## config.mk

```make
export PLATFORM = sky130hd
export DESIGN_NAME = usb_token_crc5_sequencer
export DESIGN_NICKNAME = d
export VERILOG_FILES = /design/src/rtl/usb_token_crc5_sequencer_pkg.sv /design/src/rtl/usb_token_crc5_sequencer_crc.sv /design/src/rtl/usb_token_crc5_sequencer.sv
export SDC_FILE = /design/constraint.sdc
export NUM_CORES = 1
export LEC_CHECK = 0
export ABC_AREA = 1
export CELL_PAD_IN_SITES_DETAIL_PLACEMENT = 0
export CELL_PAD_IN_SITES_GLOBAL_PLACEMENT = 2
export CORE_AREA = 4 4 85 87
export CTS_CLUSTER_DIAMETER = 200
export DETAILED_ROUTE_END_ITERATION = 8
export DIE_AREA = 0 0 89 91
export GPL_TIMING_DRIVEN = 0
export MAX_ROUTING_LAYER = met4
export PLACE_DENSITY_LB_ADDON = 0.05
export RECOVER_POWER = 25
export REMOVE_ABC_BUFFERS = 1
export SYNTH_ARGS = -nofsm -noshare
export SYNTH_HDL_FRONTEND = slang
export SYNTH_SLANG_ARGS = --single-unit
```

## constraint.sdc

```tcl
create_clock -name CLK -period 2.3 [get_ports CLK]
set_clock_uncertainty 0.05 [all_clocks]
set_input_delay 0.46 -clock CLK [delete_from_list [all_inputs] [get_ports CLK]]
set_output_delay 0.46 -clock CLK [all_outputs]
set_load 0.05 [all_outputs]
```

## src/rtl/usb_token_crc5_sequencer_pkg.sv

```systemverilog
// usb_token_crc5_sequencer_pkg: shared state enum, field lengths and CRC5 defaults for the token sequencer
package usb_token_crc5_sequencer_pkg;
  typedef enum logic [1:0] {IDLE, SEND_PID, SEND_FIELD, SEND_CRC} state_e;
  localparam int PID_BITS = 8;
  localparam int FIELD_BITS = 11;
  localparam int CRC_BITS = 5;
  localparam logic [4:0] CRC_INIT_DEF = 5'b11111;
  localparam logic [4:0] CRC_POLY_DEF = 5'b00101;
  function automatic logic [4:0] crc5_step(input logic [4:0] crc, input logic din, input logic [4:0] poly);
    return {crc[3:0], 1'b0} ^ ((din ^ crc[4]) ? poly : 5'd0);
  endfunction
endpackage

```

## src/rtl/usb_token_crc5_sequencer_crc.sv

```systemverilog
// usb_crc5_serial: bit-serial Galois CRC5 register, one data bit per shift
module usb_crc5_serial
  import usb_token_crc5_sequencer_pkg::*;
#(
  parameter logic [4:0] CRC_INIT = CRC_INIT_DEF,
  parameter logic [4:0] CRC_POLY = CRC_POLY_DEF
) (
  input  logic       CLK,
  input  logic       RST,
  input  logic       init,
  input  logic       shift,
  input  logic       din,
  output logic [4:0] crc
);
  always_ff @(posedge CLK or posedge RST) begin
    if (RST) crc <= CRC_INIT;
    else if (init) crc <= CRC_INIT;
    else if (shift) crc <= crc5_step(crc, din, CRC_POLY);
  end
endmodule

```

## src/rtl/usb_token_crc5_sequencer.sv

```systemverilog
// usb_token_crc5_sequencer: serialises a USB token (PID, ENDP/ADDR field, CRC5) one bit per bit_en strobe
module usb_token_crc5_sequencer
  import usb_token_crc5_sequencer_pkg::*;
#(
  parameter logic [4:0] CRC_INIT = CRC_INIT_DEF,
  parameter logic [4:0] CRC_POLY = CRC_POLY_DEF
) (
  input  logic        CLK,
  input  logic        RST,
  input  logic        tok_valid,
  output logic        tok_ready,
  input  logic [3:0]  tok_pid,
  input  logic [10:0] tok_field,
  input  logic        bit_en,
  input  logic        abort,
  output logic        tx_bit,
  output logic        tx_active,
  output logic        tx_done
);
  state_e      state_q, state_d;
  logic [4:0]  cnt_q, cnt_d;
  logic [18:0] sh_q, sh_d;
  logic        bit_d, done_d, rdy_q;
  logic        accept, consume, last, crc_nx4;
  logic [4:0]  crc, crc_sh;
  assign tok_ready = rdy_q && state_q == IDLE && !abort;
  assign accept = tok_valid && tok_ready;
  assign consume = bit_en && state_q != IDLE;
  assign last = cnt_q == (state_q == SEND_PID ? 5'(PID_BITS - 1) :
                          state_q == SEND_FIELD ? 5'(FIELD_BITS - 1) : 5'(CRC_BITS - 1));
  // the first CRC bit must be registered on the same edge that absorbs the last field bit
  assign crc_nx4 = crc[3] ^ (CRC_POLY[4] & (crc[4] ^ sh_q[0]));
  assign crc_sh = crc << (cnt_q[2:0] + 3'd1);
  usb_crc5_serial #(.CRC_INIT(CRC_INIT), .CRC_POLY(CRC_POLY)) u_crc (
    .CLK(CLK),
    .RST(RST),
    .init(accept),
    .shift(consume && state_q == SEND_FIELD && !abort),
    .din(sh_q[0]),
    .crc(crc)
  );
  always_comb begin
    state_d = state_q;
    cnt_d = cnt_q;
    sh_d = sh_q;
    bit_d = tx_bit;
    done_d = 1'b0;
    if (state_q != IDLE && abort) begin
      state_d = IDLE;
      cnt_d = '0;
      bit_d = 1'b0;
    end else if (accept) begin
      state_d = SEND_PID;
      cnt_d = '0;
      sh_d = {tok_field, ~tok_pid, tok_pid};
      bit_d = tok_pid[0];
    end else if (consume) begin
      cnt_d = last ? 5'd0 : cnt_q + 5'd1;
      sh_d = sh_q >> 1;
      state_d = !last ? state_q : state_q == SEND_PID ? SEND_FIELD : state_q == SEND_FIELD ? SEND_CRC : IDLE;
      bit_d = state_q == SEND_CRC ? (!last && !crc_sh[4]) : (state_q == SEND_FIELD && last) ? !crc_nx4 : sh_q[1];
      done_d = last && state_q == SEND_CRC;
    end
  end
  always_ff @(posedge CLK or posedge RST) begin
    if (RST) begin
      state_q <= IDLE;
      cnt_q <= '0;
      sh_q <= '0;
      tx_bit <= 1'b0;
      tx_active <= 1'b0;
      tx_done <= 1'b0;
      rdy_q <= 1'b0;
    end else begin
      state_q <= state_d;
      cnt_q <= cnt_d;
      sh_q <= sh_d;
      tx_bit <= bit_d;
      tx_active <= state_d != IDLE;
      tx_done <= done_d;
      rdy_q <= 1'b1;
    end
  end
endmodule

```

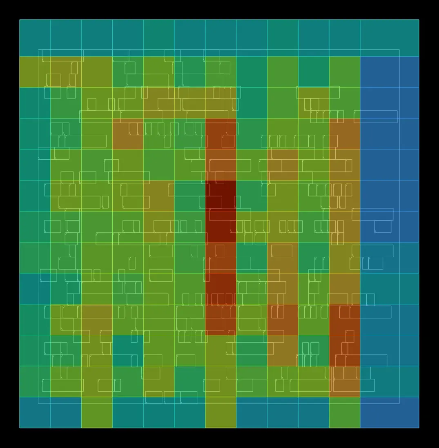
Figure 1: run 1, routing congestion map.
Final Util: 0.365
met2 Use GR: 0.192

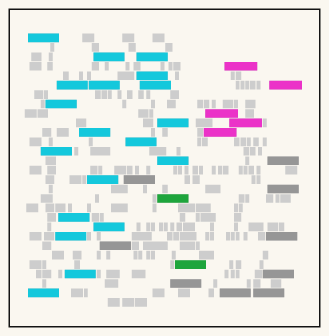
Figure 2: run 1, sequential cells coloured by netlist name.
colour	name in the netlist	flops
cyan	sh_q	19
magenta	u_crc.crc	5
green	state_q	2
not coloured	9

==> results.txt, run 1 <==
flow finished, numbers: status complete, no violations, Pleak 1.11 nW, worst-case clock buffer depth 2, Final Critical Period 2.17 ns, CTS tree built, final setup vio count 0, total number of vias 1,495, Final ANT Viol Nets 0, FMAX 462 MHz, Worst-Skew Late Latency 0.29 ns, hpwl dp 2.94 mm, Netlist cell types 32, OpenROAD warnings 30, DRC Markers 0, nets@finish 278, Max-area cell share 0.400, RePlAce Congestion 0.730, Yosys top cell by area dfrtp_1, R2R Setup Slk 0.20 ns, Starting Density 0.295, Clock Sinks 35, total routed wirelength 4.49 mm, Die Ht 91 um, mapped cell area 1880 um2, Power Density 1050 nW/um2, first-pass GRT wire length 7.45 mm, violation count after the first detailed-routing iteration 80, CTS Buf Count 5, final setup margin 0.134 ns, dpl ws -0.425 ns, initial antenna violation count 0, setup TNS 0 ns, area grow syn2layout 23.6%, Worst slew margin 0.0676, largest net degree at the start of global routing 36, Worst setup SP type flip-flop, Top Layout Cells 48 x nand2_1, 35 x inv_1, 30 x dfrtp_1, # Cells Yosys 223, yosys stat chip area 1880 um2, Worst setup EP type output port, GR Overflow Total 0, Max FO, Critical Path 4, Die W 89 um, Initial DRT Pass Iterations 4, main area contributors dfrtp_1 40%, nand2_1 9.6%, dfstp_2 7.0%, gr usage total 0.123, Placed Cells 317, hold crit path type reg2reg
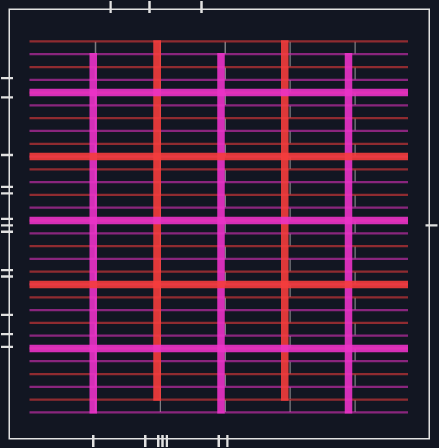
Figure 3: run 1, floorplan with the power grid.
Pins as bars on the die edge. Tap cells in grey.
colour	net
magenta	VSS
red	VDD
tap cells	77
met1 rails	30
rows	29
met4 straps	5
signal pins	24

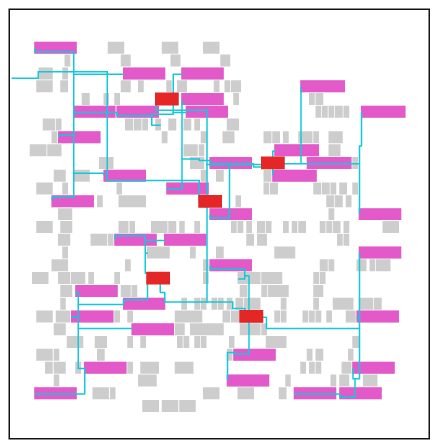
Figure 4: run 1, clock network drawn from the DEF.
[cyan] clock wires | length: 600 um
[red] clock drivers | count: 5
[magenta] flip-flops | count: 35
routed clock nets	6

run 1: stage by stage:
| stage | util | instance area [um2] | total power [mW] |
|---|---|---|---|
| 5_1_grt | 0.365 | 2320 | 2.64 |
| 3_3_place_gp | 0.339 | 2150 | 1.88 |
| 3_5_place_dp | 0.339 | 2150 | 1.88 |
| 2_1_floorplan | - | 1830 | 1.62 |
| 4_1_cts | 0.358 | 2270 | 2.42 |
| 6_report | 0.365 | 2320 | 2.43 |
run 1: worst max-delay path, stage by stage (launching register included):
cell and delay (ns):
dfrtp_1 0.42, inv_1 0.12, ha_1 0.22, nand2_1 0.10
nor2_4 0.12, clkdlybuf4s15_2 0.38
run 1: metal layers:
layer  up-vias  track usage  wire [um]
li1        772            -          -
met1       696        0.152       2110
met2        21        0.192       2160
met3         6       0.0335        157
met4         0       0.0409         63
met5         -            -          0
run 1: worst paths after layout:
kind,start,endpoint,cells past startpoint
max,state_q[1]$_DFF_PP0_,tok_ready,5
min,sh_q[8]$_DFFE_PP0P_,sh_q[8]$_DFFE_PP0P_,2
max reg2reg,state_q[0]$_DFF_PP0_,sh_q[0]$_DFFE_PP0P_,9
min reg2reg,sh_q[8]$_DFFE_PP0P_,sh_q[8]$_DFFE_PP0P_,2
max in group asynchronous,RST,tx_bit$_DFFE_PP0P_,2
min in group asynchronous,RST,cnt_q[0]$_DFFE_PP0P_,2
run 1: flip-flops by register name (all words and copies together), names as in the netlist:
name,count
sh_q,19
cnt_q,5
u_crc.crc,5
state_q,2
rdy_q,1
tx_active,1
tx_bit,1
tx_done,1
run 1: where the power goes:
part | internal [mW] | switching, mW
Combinational | 0.387 | 0.570
Sequential | 0.838 | 0.125
Clock | 0.274 | 0.233
Total | 1.50 | 0.928
run 1: kinds of logic after synthesis:
| kind of cell | count (synthesis) | synth area share |
|---|---|---|
| buf+inv | 44 | 0.101 |
| compound gates | 52 | 0.179 |
| other cells | 1 | 0.00200 |
| flops | 35 | 0.470 |
| xor+xnor | 5 | 0.0233 |
| simple gates | 80 | 0.184 |
| fa+ha+maj | 6 | 0.0400 |
run 1: cell usage after synthesis (all sizes together):
library cell,instances
a21oi,7
a22o,2
a31oi,5
buf,6
clkinv,1
conb,1
dfrtp,30
dfstp,5
ha,6
inv,37
nand2,49
nand3,10
nand4,1
nor2,17
o211ai,9
o21ai,25
o22ai,4
or2,3
xnor2,1
xor2,4
run 1: timing repair:
action                     CTS  global route
setup endpoints to repair   20             7
cloned                       1             0
pin swaps                    1             2
setup buffers                0             4
resized                      5             1
run 1: final cells by class:
class | instances | area, um2 | share of cell area
sequential | 35 | 882 | 0.380
multi-input combinational | 145 | 822 | 0.355
timing repair buffer | 27 | 274 | 0.118
inverter | 38 | 144 | 0.0621
clock buffer | 8 | 100 | 0.0432
tap | 77 | 96.3 | 0.0416
Figure 5. Cell classes on the final placement (run 1).
The bar under the picture is 20 um long.
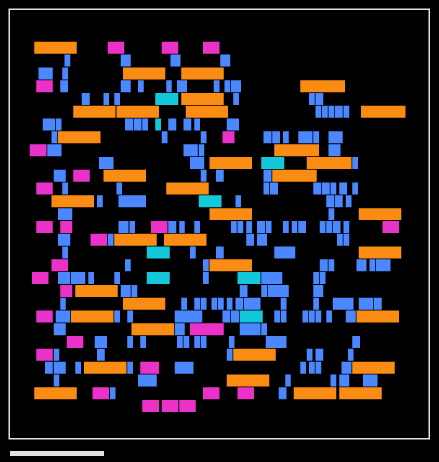

==> inputs of run 2 (changes only) <==
--- a/config.mk
+++ b/config.mk
@@ -10,13 +10,13 @@
 export CELL_PAD_IN_SITES_GLOBAL_PLACEMENT = 2
 export CORE_AREA = 4 4 85 87
 export CTS_CLUSTER_DIAMETER = 200
+export CTS_CLUSTER_SIZE = 10
 export DETAILED_ROUTE_END_ITERATION = 8
 export DIE_AREA = 0 0 89 91
 export GPL_TIMING_DRIVEN = 0
 export MAX_ROUTING_LAYER = met4
 export PLACE_DENSITY_LB_ADDON = 0.05
 export RECOVER_POWER = 25
-export REMOVE_ABC_BUFFERS = 1
 export SYNTH_ARGS = -nofsm -noshare
 export SYNTH_HDL_FRONTEND = slang
 export SYNTH_SLANG_ARGS = --single-unit
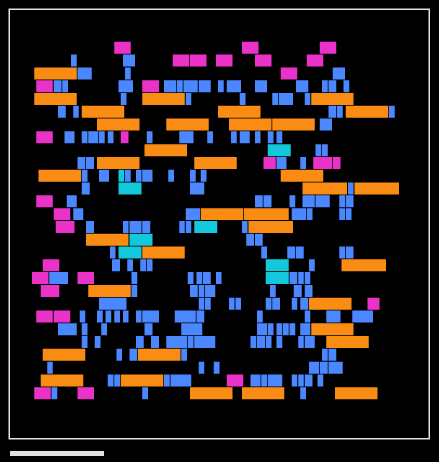
Figure 6: run 2, cell classes on the final placement.
The bar under the picture is 20 um long.
colour	class	cells
orange	sequential cells	35
magenta	remaining buffers and delay cells	29
cyan	clock drivers and dummy loads	8
blue	combinational and other logic	182

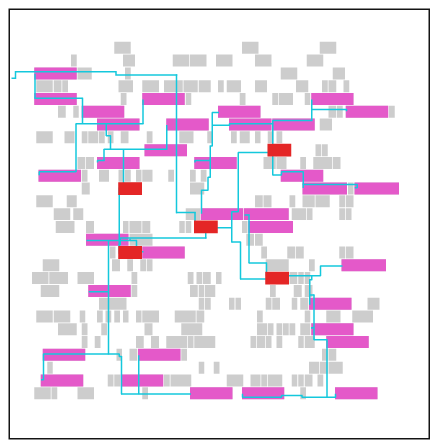
Figure 7: run 2, clock network drawn from the DEF.
[magenta] flip-flops | count: 35
[cyan] clock wires | length: 542 um
[red] clock drivers | count: 5
routed clock nets	6
flops lie	all over the die

==> results.txt, run 2 <==
flow finished, numbers: asr flop ratio synth 1.00, final setup vio count 0, GR Overflow Total 0, Final Critical Period 2.15 ns, Worst slew margin 0.0718, first-pass GRT wire length 7.64 mm, max reg flops 19, Placed Cells 323, WHS Endpoint sh_q[3]$_DFFE_PP0P_, violation count after the first detailed-routing iteration 78, dpl ws -0.140 ns, hpwl dp 3.21 mm, mapped cell area 1880 um2, number of enable flip-flop cells 0, gr usage total 0.124, worst-case clock buffer depth 2, Final ANT Viol Nets 0, Final Util 0.363, DRC Markers 0, total routed wirelength 4.38 mm, initial antenna violation count 0, Yosys top cell by area dfrtp_1, Top reg by flops sh_q, nets@finish 279, Die W 89 um, R2R Setup Slk 0.36 ns, hold crit path type reg2reg, Netlist cell types 32, Worst setup SP type flip-flop, Hold Path Origin sh_q[3]$_DFFE_PP0P_, Power Density 1030 nW/um2, final setup margin 0.151 ns, main area contributors dfrtp_1 40%, nand2_1 9.6%, dfstp_2 7.0%, CTS Buf Count 5, Worst setup EP type output port, status complete, no violations
[run 2: cell types whose count changed in the layout (fill, tap and decap cells not counted)]
cell      previous run  this run
nor2_2               2         1
buf_12               1         0
clkinv_2             1         0
buf_4                3         2
buf_6                0         2
a21oi_4              2         1
clkinv_1             0         1
buf_2                0         2
nor2_1              14        15
[run 2: final cells by class]
type / count / area [um2] / area share
buffer: 6 / 47.5 / 0.0206
inverter: 38 / 143 / 0.0619
timing repair buffer: 23 / 231 / 0.100
sequential: 35 / 882 / 0.383
multi-input combinational: 144 / 803 / 0.349
tap: 77 / 96.3 / 0.0418
clock buffer: 8 / 100 / 0.0435
[run 2: worst max path at each step]
| stage | end | startpoint | slack [ns] |
|---|---|---|---|
| 2_1_floorplan | sh_q[0]$_DFFE_PP0P_ | state_q[0]$_DFF_PP0_ | 0.39 |
| 4_1_cts | tok_ready | state_q[0]$_DFF_PP0_ | 0.12 |
| 3_3_place_gp | tok_ready | abort | -0.15 |
| 5_1_grt | tok_ready | state_q[0]$_DFF_PP0_ | 0.03 |
| 6_report | tok_ready | state_q[0]$_DFF_PP0_ | 0.15 |
| 3_5_place_dp | tok_ready | abort | -0.14 |
[run 2: report_power, final]
group          leakage, nW  internal [mW]  switching (mW)  total (mW)
sequential           0.430          0.838           0.101       0.940
combinational        0.627          0.373           0.576       0.949
clock               0.0515          0.273           0.219       0.492
[run 2: logic make-up (layout without fill, tap and decap cells)]
logic type / after synthesis / in the layout / synth area share
other: 1 / 1 / 0.00200
flip-flops: 35 / 35 / 0.470
adder cells (fa/ha/maj): 6 / 6 / 0.0400
AND-OR/OR-AND: 52 / 52 / 0.179
buffers and inverters: 44 / 75 / 0.101
XOR/XNOR: 5 / 5 / 0.0233
AND/OR/NAND/NOR: 80 / 80 / 0.184
[run 2: routing by layer]
metal | wire length, um | part of all wire | GRT usage
met5 | 0 | 0 | -
met4 | 29 | 0.0066 | 0.0409
met3 | 182 | 0.042 | 0.0244
met2 | 1940 | 0.44 | 0.177
met1 | 2220 | 0.51 | 0.176
[run 2: worst max-delay path: stages (launching register included)]
cell	delay, ns
dfrtp_1	0.42
inv_1	0.12
ha_1	0.21
nand2_1	0.10
nor2_4	0.12
clkdlybuf4s15_2	0.38
[run 2: stage by stage]
step | total power [mW] | TNS [ns]
4_1_cts | 2.42 | 0
3_3_place_gp | 1.92 | -0.147
5_1_grt | 2.60 | 0
2_1_floorplan | 1.66 | 0
3_5_place_dp | 1.92 | -0.140
6_report | 2.38 | 0
Figure 8. Routing congestion map (run 2).
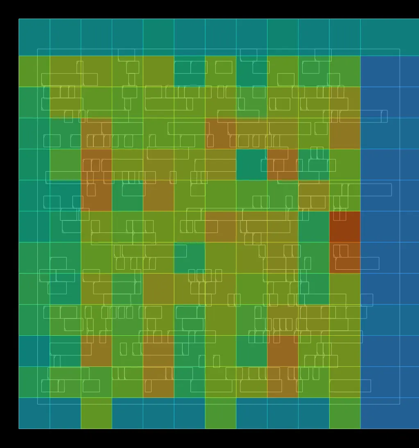

==> inputs of run 3 (changes only) <==
==> constraint.sdc (replaced) <==
create_clock -name CLK -period 2.5 [get_ports CLK]
set_clock_uncertainty 0.05 [all_clocks]
set_input_delay 0.5 -clock CLK [delete_from_list [all_inputs] [get_ports CLK]]
set_output_delay 0.5 -clock CLK [all_outputs]
set_load 0.05 [all_outputs]
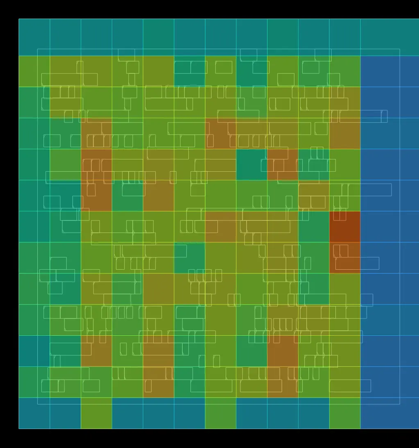
Figure 9: run 3, routing congestion map.
GRT met1 Usage: 0.176
Final Util: 0.362
met2 Use GR: 0.177
wire per inst: 13.2 um

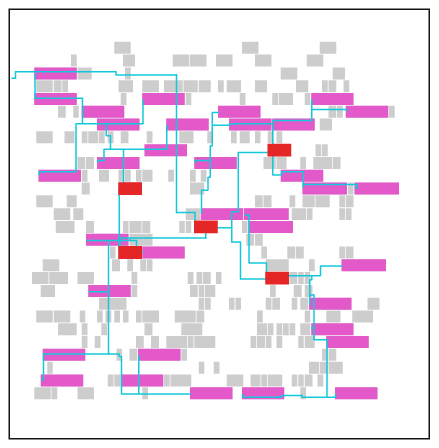
Figure 10: run 3, clock network drawn from the DEF.
[magenta] flip-flops | count: 35
[red] clock drivers | count: 5
[cyan] clock wires | length: 542 um
routed clock nets	6
flops lie	all over the die

==> results.txt, run 3 <==
flow finished, numbers: count leader, synth nand2_1, OpenROAD warnings 30, Final Critical Period 2.34 ns, CTS H-tree depth 2, Top Layout Cells 48 x nand2_1, 35 x inv_1, 30 x dfrtp_1, Starting Density 0.295, FMAX 427 MHz, first-pass GRT wire length 7.64 mm, VDD IR max 0.300 mV, GR Overflow Total 0, total routed wirelength 4.38 mm, register share after synthesis 0.470, hold crit path type reg2reg, Die Ht 91 um, list of most frequent post-synthesis cells 48 x nand2_1, 35 x inv_1, 30 x dfrtp_1, gr usage total 0.124, PortBufs 23, Top FF cell, synth dfrtp_1, Max Cap Viol 0, Max FO, Critical Path 4, Worst slew margin 0.0718, max reg flops 19, Cell Rows 29, setup TNS 0 ns, number of enable flip-flop cells 0, yosys stat chip area 1880 um2, violation count after the first detailed-routing iteration 78, number of setup buffers added after CTS 0, nets@finish 279, CTS resizes 1, Worst EP required 1.95 ns, root buf cell clkbuf_8, Boundary Pins 24, main area contributors dfrtp_1 40%, nand2_1 9.6%, dfstp_2 7.0%, hpwl dp 3.21 mm, Hold Path Cell Cnt 2, Top reg by flops sh_q, Worst-Skew Late Latency 0.28 ns, max incr delay on CP 0.54 ns, mapped cell area 1880 um2, Yosys top cell by area dfrtp_1, RePlAce Congestion 0.730, slowest CP cell dlygate4sd2_1, largest net degree at the start of global routing 36, DRC Markers 0, Power Density 952 nW/um2, CTS Buf Count 5, Netlist cell types 32, Pleak 1.11 nW, #FFs+latches synth 35, total number of vias 1,525, Top Registers sh_q x19, cnt_q x5, u_crc.crc x5, most used logic cell in the final layout nand2_1, R2R depth 9, status complete, no violations, Max-area cell share 0.400, area grow syn2layout 22.7%, CTS tree built, die area 8100 um2, # Cells Yosys 223, Worst setup EP type output port, Placed Cells 323, final setup vio count 0, initial antenna violation count 0, asr flop ratio synth 1.00, Final ANT Viol Nets 0, CP cell instances inv_1 > ha_1 > nand2_1 > nor2_4 > dlygate4sd2_1, Setup Crit Path Kind reg2out, Die W 89 um, Mean Syn Cell Area 8.41 um2, post-synth net total 249, Initial DRT Pass Iterations 4, Clock Sinks 35, Worst setup SP type flip-flop, Synth Warn # 0, worst-case clock buffer depth 2
## run 3: critical path, delay by kind of cell, from the launching register on
kind,cells,cell delay [ns]
flops,1,0.42
buf+inv,2,0.66
fa+ha+maj,1,0.21
simple gates,2,0.22
## run 3: routing by layer
metal / part of all wire / up-vias / track usage
li1: - / 774 / -
met1: 0.51 / 716 / 0.176
met2: 0.44 / 33 / 0.177
met3: 0.042 / 2 / 0.0244
met4: 0.0066 / 0 / 0.0409
met5: 0 / - / -
## run 3: final timing paths
kind / start / endpoint / slack, ns
worst max-delay path: state_q[0]$_DFF_PP0_ / tok_ready / 0.16
worst min-delay path: sh_q[3]$_DFFE_PP0P_ / sh_q[3]$_DFFE_PP0P_ / 0.44
worst max register to register: state_q[0]$_DFF_PP0_ / sh_q[0]$_DFFE_PP0P_ / 0.56
worst min register to register: sh_q[3]$_DFFE_PP0P_ / sh_q[3]$_DFFE_PP0P_ / 0.44
max in group asynchronous: RST / cnt_q[0]$_DFFE_PP0P_ / 0.57
min in group asynchronous: RST / tx_active$_DFF_PP0_ / 1.01
## run 3: area by class of cell
class,instances,area [um2],share of cell area
buffer,6,47.5,0.0207
clock buffer,8,100,0.0435
inverter,38,143,0.0620
multi-input combinational,144,803,0.349
timing repair buffer,23,229,0.0995
tap,77,96.3,0.0419
sequential,35,882,0.383
## run 3: cells by family (layout without fill, tap and decap cells)
kind of cell               after synthesis  in the layout  synth area share
adders and majority gates                6              6            0.0400
xor gates and xnor gates                 5              5            0.0233
and+or+nand+nor                         80             80             0.184
other                                    1              1           0.00200
DFF                                     35             35             0.470
AOI/OAI and AO/OA                       52             52             0.179
buffers and inverters                   44             75             0.101
## run 3: where the power goes
part / switching, mW / total, mW / internal [mW]
clock network: 0.201 / 0.453 / 0.252
logic: 0.530 / 0.872 / 0.343
registers: 0.0932 / 0.864 / 0.771
## run 3: per-stage QoR
step	hold WS, ns	worst slack, ns	total power [mW]	cell area [um2]
4_1_cts	0.448	0.121	2.23	2300
2_1_floorplan	0.403	0.587	1.53	1880
3_3_place_gp	0.424	-0.0271	1.76	2200
5_1_grt	0.467	0.0332	2.39	2300
6_report	0.445	0.158	2.19	2300
3_5_place_dp	0.426	-0.0202	1.76	2200
No activity file was given, so power comes from the tool's default toggle rates.
